### config.mk
export PLATFORM = sky130hd
export DESIGN_NAME = pulse_generator
export DESIGN_NICKNAME = d
export VERILOG_FILES = /design/src/rtl/pulse_generator.sv
export SDC_FILE = /design/constraint.sdc
export NUM_CORES = 1
export LEC_CHECK = 0
export CAP_MARGIN = 10
export CORE_MARGIN = 2
export CORE_UTILIZATION = 30
export DETAILED_ROUTE_END_ITERATION = 12
export SKIP_CTS_REPAIR_TIMING = 1
export SLEW_MARGIN = 30
export SYNTH_ARGS = -nofsm -noshare
export SYNTH_HDL_FRONTEND = slang
export SYNTH_SLANG_ARGS = --single-unit
### constraint.sdc
create_clock -name CLK_I -period 4.8 [get_ports CLK_I]
set_input_delay 0.96 -clock CLK_I [delete_from_list [all_inputs] [get_ports CLK_I]]
set_output_delay 0.96 -clock CLK_I [all_outputs]
set_load 0.03 [all_outputs]
### src/rtl/pulse_generator.sv
// rtl/pulse_generator.sv - fixed-width pulse generator with guaranteed low gap and pending-request replay
module pulse_generator #(
    parameter int   HIGH_CYCLES = 4,
    parameter int   LOW_CYCLES  = 4,
    parameter int   PEND_WIDTH  = 2,
    parameter logic IDLE_LEVEL  = 1'b0
) (
    input  logic                  CLK_I,
    input  logic                  RST_SYNC_I,
    input  logic                  TRIG_I,
    input  logic                  CLR_OVF_I,
    output logic                  SIG_O,
    output logic                  SIG_START_O,
    output logic                  SIG_END_O,
    output logic                  BUSY_O,
    output logic [PEND_WIDTH-1:0] PEND_O,
    output logic                  OVF_O
);

    localparam logic [1:0] S_IDLE = 2'd0;
    localparam logic [1:0] S_HIGH = 2'd1;
    localparam logic [1:0] S_GAP  = 2'd2;

    localparam int CMAX = (HIGH_CYCLES > LOW_CYCLES) ? HIGH_CYCLES : LOW_CYCLES;
    localparam int CW   = (CMAX > 1) ? $clog2(CMAX) : 1;

    localparam logic [CW-1:0]         HIGH_LOAD = CW'(HIGH_CYCLES - 1);
    localparam logic [CW-1:0]         LOW_LOAD  = CW'(LOW_CYCLES - 1);
    localparam logic [CW-1:0]         CNT_ONE   = 1;
    localparam logic [PEND_WIDTH-1:0] PEND_ONE  = 1;
    localparam logic [PEND_WIDTH-1:0] PEND_MAX  = '1;

    logic [1:0]            state_q, state_d;
    logic [CW-1:0]         cnt_q, cnt_d;
    logic [PEND_WIDTH-1:0] pend_q, pend_d;
    logic                  ovf_q, ovf_d;
    logic                  sig_q, sig_d;
    logic                  start_q, start_d;
    logic                  end_q, end_d;

    logic last_cnt;
    logic start;
    logic consume;
    logic accept;

    always_comb begin
        last_cnt = (cnt_q == '0);
        start    = ((state_q == S_IDLE) && TRIG_I) ||
                   ((state_q == S_GAP) && last_cnt && ((pend_q != '0) || TRIG_I));
        consume  = start && (pend_q != '0);
        // With nothing queued, a starting pulse absorbs the trigger itself.
        accept   = TRIG_I && !(start && (pend_q == '0));

        state_d = state_q;
        cnt_d   = cnt_q;
        pend_d  = pend_q;
        ovf_d   = ovf_q & ~CLR_OVF_I;
        start_d = start;
        end_d   = 1'b0;

        case (state_q)
            S_IDLE: begin
                if (start) begin
                    state_d = S_HIGH;
                    cnt_d   = HIGH_LOAD;
                end
            end
            S_HIGH: begin
                if (last_cnt) begin
                    state_d = S_GAP;
                    cnt_d   = LOW_LOAD;
                    end_d   = 1'b1;
                end else begin
                    cnt_d = cnt_q - CNT_ONE;
                end
            end
            S_GAP: begin
                if (last_cnt) begin
                    state_d = start ? S_HIGH : S_IDLE;
                    cnt_d   = HIGH_LOAD;
                end else begin
                    cnt_d = cnt_q - CNT_ONE;
                end
            end
            default: begin
                state_d = S_IDLE;
                cnt_d   = '0;
            end
        endcase

        if (consume && !accept) begin
            pend_d = pend_q - PEND_ONE;
        end else if (accept && !consume) begin
            if (pend_q == PEND_MAX) begin
                ovf_d = 1'b1;
            end else begin
                pend_d = pend_q + PEND_ONE;
            end
        end

        sig_d = (state_d == S_HIGH) ? ~IDLE_LEVEL : IDLE_LEVEL;
    end

    always_ff @(posedge CLK_I) begin
        if (RST_SYNC_I) begin
            state_q <= S_IDLE;
            cnt_q   <= '0;
            pend_q  <= '0;
            ovf_q   <= 1'b0;
            sig_q   <= IDLE_LEVEL;
            start_q <= 1'b0;
            end_q   <= 1'b0;
        end else begin
            state_q <= state_d;
            cnt_q   <= cnt_d;
            pend_q  <= pend_d;
            ovf_q   <= ovf_d;
            sig_q   <= sig_d;
            start_q <= start_d;
            end_q   <= end_d;
        end
    end

    assign SIG_O       = sig_q;
    assign SIG_START_O = start_q;
    assign SIG_END_O   = end_q;
    assign BUSY_O      = (state_q != S_IDLE);
    assign PEND_O      = pend_q;
    assign OVF_O       = ovf_q;

endmodule

### Cell area per tile

The die is cut into 10 by 10 equal tiles; white is low, dark blue is high, 0 to 100% covered.
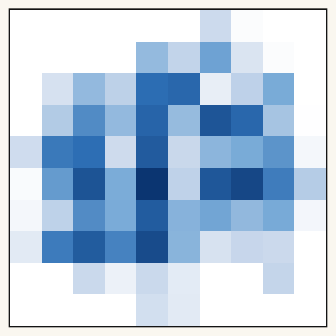
fullest tile	98%
mean over tiles	30%
emptiest ninth of the die	north-west

### M2 wires

Bar = 10 um.
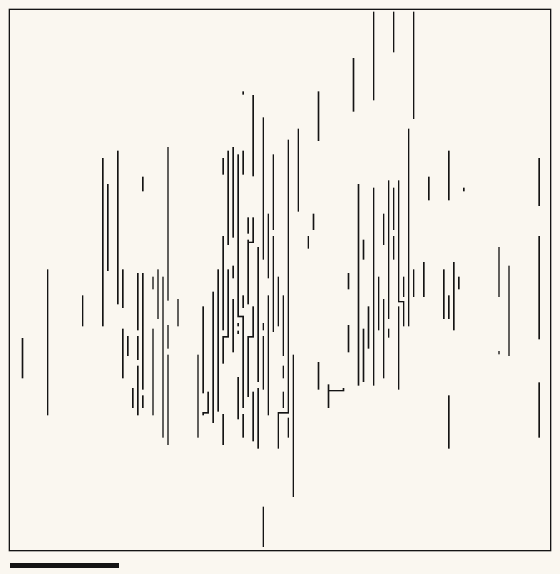
longest straight run	25.0 um
share of all routed wire	51%
wire length on this layer	657 um
nets with wire on the layer	79
main direction	vertical

### M3 wires

Bar = 10 um.
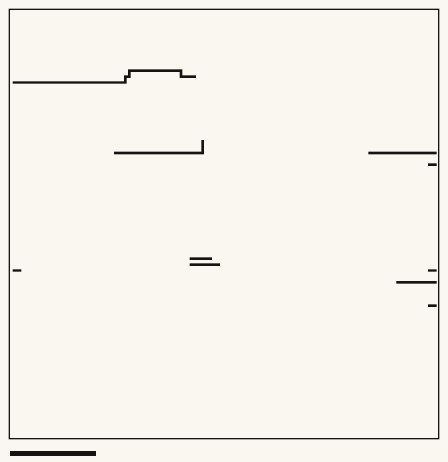
share of all routed wire	4.3%
wire length on this layer	54.7 um

==> out/highlights.md <==
* DRT Pass-1 Iters: 4
* Critical path destination: BUSY_O
* Worst setup startpoint: state_q[0]$_SDFF_PP0_
* R2R setup slack: 2790 ps
* FF-to-FF path depth: 9
* CTS root buffer: sky130_fd_sc_hd__clkbuf_4
* Main power group: combinational logic
* launching point of the worst reg2reg path: state_q[0]$_SDFF_PP0_
* Port-buffer cells: 10
* area figure in the yosys stat output: 621.8 sq um
* initial detailed-routing violation count: 18
* DIE HEIGHT: 49.53 um
* most prevalent standard cell on the critical path: sky130_fd_sc_hd__inv_1
* CTS sink cnt: 10
* total non-filler cell area in the finished layout: 765.7 sq um
* CTS Buffer Depth: 2
* data-path buffer share of cell area in the final layout: 13.07%
* number of standard cells reported by yosys: 71
* power in combinational cells: 0.129 mW
* total I/O pin count: 11
* minimum hold slack: 498.1 ps
* floorplan die area: 2453 sq um
* Mean Syn Cell Area: 8.758 sq um
* largest class: multi-input combinational cells
* most used cells in the layout excluding fill and tap cells: 13 x sky130_fd_sc_hd__inv_1, 10 x sky130_fd_sc_hd__dfxtp_1, 10 x sky130_fd_sc_hd__clkdlybuf4s50_1
* Area Growth Syn to Fin: 23.14%
* post-route setup TNS: 0 ps
* run status: completed
* count of yosys warnings during synthesis: 0
* fill count: 229
* critical path buffer and inverter count: 3
* remaining global-route overflow: 0
* crit share post-route: 59.34%
* Detailed Route WL: 1.280 mm
* insertion delay at the late pin of the worst-skew pair: 270 ps
Power and IR drop assume default switching activity.
